==> config.mk <==
export PLATFORM = sky130hd
export DESIGN_NAME = coin_lane_manager
export DESIGN_NICKNAME = d
export VERILOG_FILES = /design/src/rtl/stickman_pkg.sv /design/src/rtl/lfsr16.sv /design/src/rtl/coin_lane_manager.sv
export SDC_FILE = /design/constraint.sdc
export NUM_CORES = 1
export LEC_CHECK = 0
export CAP_MARGIN = 20
export CELL_PAD_IN_SITES_DETAIL_PLACEMENT = 0
export CELL_PAD_IN_SITES_GLOBAL_PLACEMENT = 1
export CORE_AREA = 5 5 146 148
export CTS_BUF_LIST = sky130_fd_sc_hd__clkbuf_4 sky130_fd_sc_hd__clkbuf_8
export DETAILED_ROUTE_END_ITERATION = 8
export DIE_AREA = 0 0 151 153
export GPL_ROUTABILITY_DRIVEN = 0
export PLACE_DENSITY = 0.86
export RECOVER_POWER = 25
export SYNTH_ARGS = -nofsm -noshare
export SYNTH_HDL_FRONTEND = slang
export SYNTH_SLANG_ARGS = --single-unit
export TNS_END_PERCENT = 1
==> constraint.sdc <==
create_clock -name Clk -period 7.8 [get_ports Clk]
set_clock_uncertainty 0.05 [all_clocks]
set_input_delay 0.78 -clock Clk [delete_from_list [all_inputs] [get_ports Clk]]
set_output_delay 0.78 -clock Clk [all_outputs]
set_load 0.05 [all_outputs]
Figure 1. Metal layers overlaid.
Scale: 4 px per um. Two of the layers only.
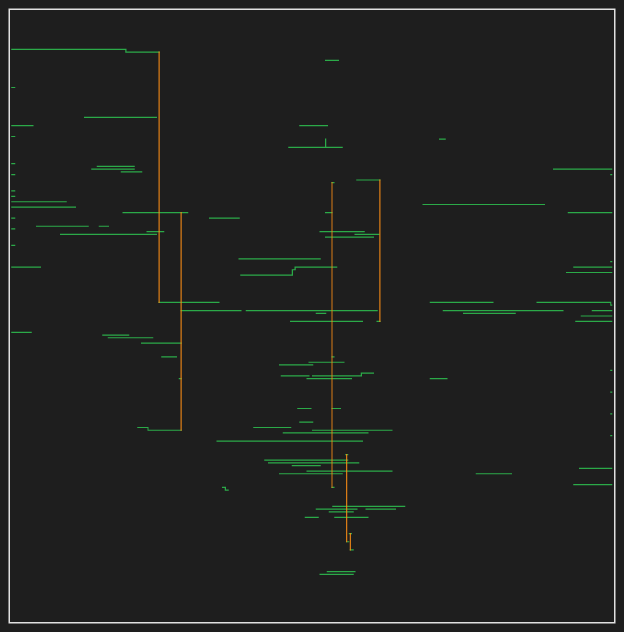
| layer | color | wire length |
|---|---|---|
| M4 | orange | 254 um |
| M3 | green | 948 um |
global router's overall resource usage: 0.2198
overall routed net length: 25060 um
drt wl/cell: 16.52 um
via count: 8649

Figure 2. Port wiring.
Scale: 2 px per um.
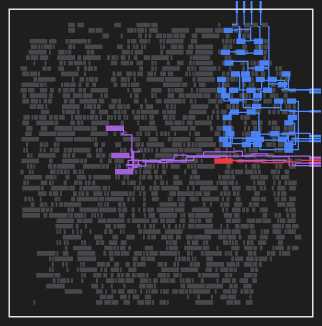
| port | color | bits | direction | edge | end cells | wire |
|---|---|---|---|---|---|---|
| CoinStatus | purple | 3 | output | east | 3 | 351 um |
| is_coin | red | 1 | output | east | 1 | 38.0 um |
| DrawX | blue | 10 | input | 6 east, 4 north | 46 | 595 um |
port buffer count: 69
top-level port count: 70

==> Changelog: implementation <==
### Physical design

- Result of the run: finished with violations
- Violations in the final reports: capacitance limit, slew limit
- Power attributed to combinational cells: 776 uW
- Max_slew headroom: -1.644
- Leading post-synthesis cells by cell area: sky130_fd_sc_hd__dfrtp_1 29%, sky130_fd_sc_hd__ha_1 17%, sky130_fd_sc_hd__o21ai_0 5.0%
- Distinct cell type count after synthesis: 70
- Number of remaining DRC errors: 0
- Number of nets in the layout: 1419
- Clock buffers and inverters, area share: 0.03264
- First-pass DRT Iterations: 5
- Total setup violations reported at the end of the flow: 0
- Switching share of power: 0.3920
- Area leader, netlist: sky130_fd_sc_hd__dfrtp_1
- Combinational share of cell area: 0.5622
- Clk pwr: 530 uW
- Xor+xnor area frac: 0.03684
- Flop+latch power: between 700 and 800 uW
- Total cell area reported by yosys after synthesis: 9985 um2
- Standard cell with the maximum stage delay on the critical path: sky130_fd_sc_hd__or3_1
- Final tally of hold violations: 0
- Clock tree buffer count of the final layout: 18
- Net count entering floorplan: 1370
- Hold Buf Count CTS: 0
- Crit path top cell by count: sky130_fd_sc_hd__a21oi_1
- First-pass GRT wire length: 41700 um
- Yosys warning count: 0
- Placeable core region: 19910 um2
- Number of rows created at floorplan: between 50 and 60
- Tool Warnings: 35
- Number of setup buffers added after CTS: 0
- Crit path buf inv count: 1
- Number of flip-flops in the largest register: ~63
- Number of violations reported at the end of detailed-routing iteration 0: 478
- Die area: 23100 um2
- Post-DR vias/cell: 5.701
- CTS sink count: roughly 120
- Fillers: 1899
- Power spent charging and discharging nets: slightly below 800 uW
- Synthesized registers: roughly 120
- Cell count after synthesis: about 1200
- Cell at the root of the clock tree: sky130_fd_sc_hd__clkbuf_8
- Post-CTS sizing: 0
- Inserted tap cell count: between 200 and 300
- Inverter tally of the final layout excluding the clock network: 103
- Combinational gates: 912
- Number of cells on the critical path: 17
- Number of max-cap violations: 1
- TNS Setup: 0 ns
- DRT antenna net count: 0
- Clock buffer depth: 2
- RSZ-0062 raised after global routing: no
- CTS H-Tree Depth: 4
- Worst-case vdd ir drop: 0.1225 mV
- Cell area after technology mapping: 9985 um2
- Number of inserted diodes: 0
- Seq_cells: 123
- Clock Latency Late Sink: between 0.4 and 0.5 ns
- Pwr/cell area: 180.4 nW/um2
- Dominant Register Cell: sky130_fd_sc_hd__dfrtp_1
- Count of pins over their slew limit: between 70 and 80
- Vertical die dimension: 153 um
- Storage element area: just over 3000 um2
- Cell family with most CP delay: simple AND/OR/NAND/NOR gates
- Fraction of final layout cells with drive strength greater than 1: 0.06095
- Post-synthesis average cell area: roughly 8.4 um2
- Seq pwr share: 0.355
- Post-synthesis sequential area ratio: 0.3093
- Maximum cell stage delay along the critical path: 0.60 ns
- Type of the tightest min-delay check: reg -> reg
- Tightest Pin Transition: 3.966 ns
- Vias in the first global route: 8322
- Yosys adder share: 0.1712
- Final core utilization: 0.5642
- Multiplexer fraction of the synthesized cell area: 0.03546
- Worst-case reg-to-reg path depth: 17
- Start-to-end type of the worst setup path: reg -> reg
- Reg-to-reg setup timing slack: 3.08 ns
- Async S/R FF share, synth: 1.000
- Placed wire-length estimate after detailed placement: 19200 um
- Multi-input logic area: roughly 6300 um2
- Post-synth EDFFs: 0
- Count of plain and timing-repair buffers in the layout: 77
- Clock tree from TritonCTS: built
- Cell depth of the worst hold path: 0
- Main combinational cell family by area after synthesis: simple AND/OR/NAND/NOR gates
- Data arrival time of the worst path: 4.98 ns
- Gr ovfl total: 0
- Non-clock buffer contribution to total cell area: 0.06583
- Compound-cell area share of the yosys netlist: 0.1929
- Basic-gate share of the synthesized area counting and, or, nand and nor cells: 0.1950
- Leakage Power: 0.004871 uW
- Area fraction of the dominant cell type after synthesis: 0.2882
- Internal Power: ~1200 uW
- Maximum clock frequency: 211.9 MHz
- Worst path required time: between 8 and 9 ns
- Sequential share of cell area: 0.2749
- Critical Path Sink Type: register
[per-stage QoR]
| stage | hold slack (ns) | std cells | cell area, um2 | power [uW] | setup WS (ns) |
|---|---|---|---|---|---|
| 4_1_cts | 0.3033 | 1516 | 11230 | 2036 | 3.030 |
| 5_1_grt | 0.3114 | 1517 | 11230 | 2179 | 2.657 |
| 2_1_floorplan | 0.2812 | 1185 | 9985 | 1284 | 3.232 |
| 6_report | 0.3021 | 1517 | 11230 | 2027 | 3.082 |
| 3_5_place_dp | 0.2847 | 1484 | 10860 | 1506 | 2.978 |
| 3_3_place_gp | 0.2943 | 1484 | 10860 | 1492 | 3.039 |
[cells in the mapped netlist, types with 10 or more instances]
| library cell | n |
|---|---|
| sky130_fd_sc_hd__nor2b_1 | 23 |
| sky130_fd_sc_hd__ha_1 | 135 |
| sky130_fd_sc_hd__dfrtp_1 | 115 |
| sky130_fd_sc_hd__and3_1 | 17 |
| sky130_fd_sc_hd__nand2_1 | 132 |
| sky130_fd_sc_hd__a21o_1 | 12 |
| sky130_fd_sc_hd__nand3_1 | 42 |
| sky130_fd_sc_hd__xor2_1 | 10 |
| sky130_fd_sc_hd__nand2b_1 | 25 |
| sky130_fd_sc_hd__a22o_1 | 14 |
| sky130_fd_sc_hd__inv_1 | 103 |
| sky130_fd_sc_hd__o21ai_0 | 100 |
| sky130_fd_sc_hd__clkbuf_1 | 36 |
| sky130_fd_sc_hd__nand4_1 | 11 |
| sky130_fd_sc_hd__mux2i_1 | 23 |
| sky130_fd_sc_hd__nor2_1 | 76 |
| sky130_fd_sc_hd__nor3_1 | 34 |
| sky130_fd_sc_hd__a21oi_1 | 69 |
| sky130_fd_sc_hd__xnor2_1 | 32 |
| sky130_fd_sc_hd__o21a_1 | 13 |
| sky130_fd_sc_hd__a221o_1 | 10 |
[per-layer routing]
| layer | vias to the layer above | share of wire | track usage |
|---|---|---|---|
| li1 | 4320 | - | - |
| met1 | 4136 | 0.49 | 0.3220 |
| met2 | 174 | 0.47 | 0.3539 |
| met3 | 19 | 0.038 | 0.02162 |
| met4 | 0 | 0.010 | 0.04534 |
| met5 | - | 0 | 0 |
[layout by cell type, fill, tap and decap left out, types with 10 or more instances in the layout]
master and n:
sky130_fd_sc_hd__xnor2_1 32, sky130_fd_sc_hd__nand2_1 132, sky130_fd_sc_hd__and3_1 17, sky130_fd_sc_hd__mux2i_1 23, sky130_fd_sc_hd__nand3_1 42, sky130_fd_sc_hd__nor2_1 76, sky130_fd_sc_hd__xor2_1 10, sky130_fd_sc_hd__o21ai_0 98
sky130_fd_sc_hd__a21o_1 12, sky130_fd_sc_hd__nand2b_1 25, sky130_fd_sc_hd__a22o_1 14, sky130_fd_sc_hd__a221o_1 10, sky130_fd_sc_hd__o21a_1 13, sky130_fd_sc_hd__clkdlybuf4s50_1 66, sky130_fd_sc_hd__a21oi_1 69, sky130_fd_sc_hd__nor2b_1 23
sky130_fd_sc_hd__nor3_1 34, sky130_fd_sc_hd__inv_1 103, sky130_fd_sc_hd__nand4_1 11, sky130_fd_sc_hd__clkbuf_8 17, sky130_fd_sc_hd__ha_1 135, sky130_fd_sc_hd__dfrtp_1 115
No activity file was given, so power comes from the tool's default toggle rates.
